### src/rtl/reg_file_multiport_if.sv
// Bus bundle for reg_file_multiport: one write port, READ_PORTS packed read ports
// and the committed-write counter.
interface reg_file_multiport_if #(
  parameter int WIDTH      = 32,
  parameter int DEPTH      = 32,
  parameter int READ_PORTS = 2
);
  localparam int AW = $clog2(DEPTH);

  logic                         we;
  logic [AW-1:0]                waddr;
  logic [WIDTH-1:0]             wdata;
  logic [READ_PORTS*AW-1:0]     raddr;
  logic [READ_PORTS*WIDTH-1:0]  rdata;
  logic [15:0]                  wr_count;

  modport master (
    output we, waddr, wdata, raddr,
    input  rdata, wr_count
  );

  modport slave (
    input  we, waddr, wdata, raddr,
    output rdata, wr_count
  );
endinterface

### src/rtl/reg_file_multiport.sv
// Multi-read-port flip-flop register file with an optional hard-wired zero register
// and a saturating write counter. Define REGFILE_BYPASS_EN for same-cycle write-through reads.
module reg_file_multiport #(
  parameter int WIDTH      = 32,
  parameter int DEPTH      = 32,
  parameter int READ_PORTS = 2,
  parameter int ZERO_REG   = 1
) (
  input  logic                  clk,
  input  logic                  rst_n,
  reg_file_multiport_if.slave   bus
);
  localparam int AW = $clog2(DEPTH);

  logic [WIDTH-1:0]  mem_r      [DEPTH];
  logic [15:0]       wr_count_r;
  logic              commit_s;
  logic [AW-1:0]     rd_addr_s  [READ_PORTS];
  logic [WIDTH-1:0]  rd_data_s  [READ_PORTS];
  logic [READ_PORTS*WIDTH-1:0] rdata_s;

  // A write commits unless it targets the hard-wired zero register.
  always_comb begin
    commit_s = 1'b0;
    if (bus.we && !((ZERO_REG != 0) && (bus.waddr == {AW{1'b0}}))) begin
      commit_s = 1'b1;
    end else begin
      commit_s = 1'b0;
    end
  end

  // Storage array; reset wipes every entry.
  always_ff @(posedge clk or negedge rst_n) begin
    if (!rst_n) begin
      for (int i = 0; i < DEPTH; i++) begin
        mem_r[i] <= {WIDTH{1'b0}};
      end
    end else if (commit_s) begin
      mem_r[bus.waddr] <= bus.wdata;
    end else begin
      mem_r[bus.waddr] <= mem_r[bus.waddr];
    end
  end

  // Saturating count of committed writes.
  always_ff @(posedge clk or negedge rst_n) begin
    if (!rst_n) begin
      wr_count_r <= 16'h0000;
    end else if (commit_s && (wr_count_r != 16'hFFFF)) begin
      wr_count_r <= wr_count_r + 16'h0001;
    end else begin
      wr_count_r <= wr_count_r;
    end
  end

  // Independent combinational read ports; zero register overrides any forwarding.
  always_comb begin
    rdata_s = {(READ_PORTS*WIDTH){1'b0}};
    for (int p = 0; p < READ_PORTS; p++) begin
      rd_addr_s[p] = bus.raddr[p*AW +: AW];
      rd_data_s[p] = mem_r[rd_addr_s[p]];
`ifdef REGFILE_BYPASS_EN
      if (rst_n && commit_s && (rd_addr_s[p] == bus.waddr)) begin
        rd_data_s[p] = bus.wdata;
      end else begin
        rd_data_s[p] = mem_r[rd_addr_s[p]];
      end
`endif
      if ((ZERO_REG != 0) && (rd_addr_s[p] == {AW{1'b0}})) begin
        rd_data_s[p] = {WIDTH{1'b0}};
      end else begin
        rd_data_s[p] = rd_data_s[p];
      end
      rdata_s[p*WIDTH +: WIDTH] = rd_data_s[p];
    end
  end

  assign bus.rdata    = rdata_s;
  assign bus.wr_count = wr_count_r;

endmodule

### src/flat_wrapper.sv
// flat-port wrapper written by rule: the top's interface ports become plain ports
module reg_file_multiport_flat 
#(
  parameter int WIDTH      = 32,
  parameter int DEPTH      = 32,
  parameter int READ_PORTS = 2,
  parameter int ZERO_REG   = 1
)
  (clk, rst_n, bus_we, bus_waddr, bus_wdata, bus_raddr, bus_rdata, bus_wr_count);
  reg_file_multiport_if #(.WIDTH(WIDTH), .DEPTH(DEPTH), .READ_PORTS(READ_PORTS)) bus_i ();
  input  logic clk;
  input  logic rst_n;
  input wire logic [$bits(bus_i.we)-1:0] bus_we;
  input wire logic [$bits(bus_i.waddr)-1:0] bus_waddr;
  input wire logic [$bits(bus_i.wdata)-1:0] bus_wdata;
  input wire logic [$bits(bus_i.raddr)-1:0] bus_raddr;
  output wire logic [$bits(bus_i.rdata)-1:0] bus_rdata;
  output wire logic [$bits(bus_i.wr_count)-1:0] bus_wr_count;
  assign bus_i.we = bus_we;
  assign bus_i.waddr = bus_waddr;
  assign bus_i.wdata = bus_wdata;
  assign bus_i.raddr = bus_raddr;
  assign bus_rdata = bus_i.rdata;
  assign bus_wr_count = bus_i.wr_count;
  reg_file_multiport #(.WIDTH(WIDTH), .DEPTH(DEPTH), .READ_PORTS(READ_PORTS), .ZERO_REG(ZERO_REG)) u_core (.clk(clk), .rst_n(rst_n), .bus(bus_i));
endmodule
### config.mk
export PLATFORM = sky130hd
export DESIGN_NAME = reg_file_multiport_flat
export DESIGN_NICKNAME = d
export VERILOG_FILES = /design/src/rtl/reg_file_multiport_if.sv /design/src/rtl/reg_file_multiport.sv /design/src/flat_wrapper.sv
export SDC_FILE = /design/constraint.sdc
export NUM_CORES = 2
export LEC_CHECK = 0
export CAP_MARGIN = 15
export CORE_MARGIN = 10
export CORE_UTILIZATION = 40
export CTS_BUF_LIST = sky130_fd_sc_hd__clkbuf_4 sky130_fd_sc_hd__clkbuf_8
export CTS_CLUSTER_DIAMETER = 30
export DETAILED_ROUTE_END_ITERATION = 7
export SYNTH_ARGS = -nofsm -noshare
export SYNTH_HDL_FRONTEND = slang
export SYNTH_SLANG_ARGS = --single-unit
### constraint.sdc
create_clock -name clk -period 2.9 [get_ports clk]
set_clock_uncertainty 0.05 [all_clocks]
set_input_delay 0.435 -clock clk [delete_from_list [all_inputs] [get_ports clk]]
set_output_delay 0.435 -clock clk [all_outputs]
set_load 0.02 [all_outputs]
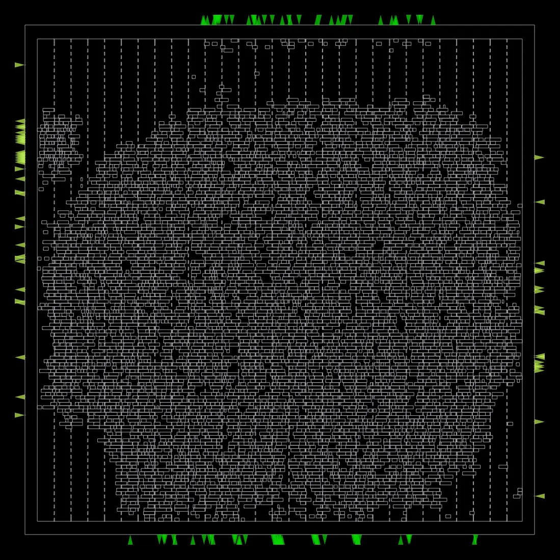
Figure 1: placement view.
sequential share of cell area: 0.318
fin util: 0.517

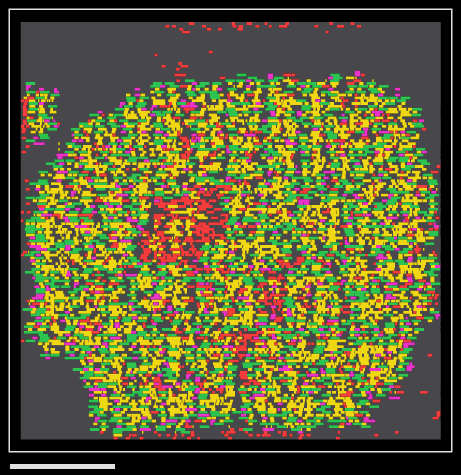
Figure 2: cell classes on the final placement.
Scale bar: 100 µm. Fill, decap, tap and diode cells in gray.
clock drivers and dummy loads: shown in magenta, cells 456. flip-flops: shown in green, cells 1040. other buffers and delay cells: shown in red, cells 963. all other logic: shown in yellow, cells 3072.

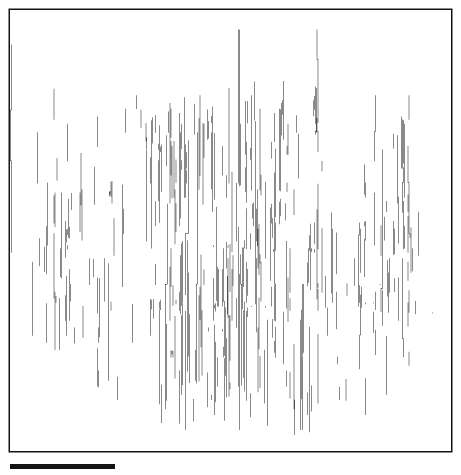
Figure 3: the metal 4 layer.
Scale bar: 100 µm.
The layer holds 5.8% of the routed length. The longest straight run is 174 µm. The layer carries 14900 µm of wire. 221 nets have wire on it. The wires run mostly vertical.

==> results.cfg <==
; synthesis and place-and-route metrics
[run_status]
status = finished, violations left
violations = setup timing

[run]
warnings = 30
cap_violations = 0

[placed_design]
place.gp.congestion = 0.922
dp.cells = 6993

[clocking]
cts_sinks = 1040
root_buffer = clkbuf_8

[synth]
ys_seq_share = 0.408
synth_area_per_cell_um2 = 13.7
yosysWarnings = 0
xor_share = 0.00165

[worst_setup_path]
cp_top_family = multiplexers

[grt]
use_met2 = 0.430
grt_remaining_overflow = 0

[min_path]
hold_depth = 0

[final_timing]
worst_slack_ns = -0.334
holdWs_ns = 0.354
setup_viol_count_final = 64
slew_viol_final = 0
hold_viol = 0
slew-limit-headroom = 0.524

[finish]
n_all_buffers = 963
final_area_um2 = 82000
layout.nonclk_buf_frac = 0.132

[die]
die_x_um = 419
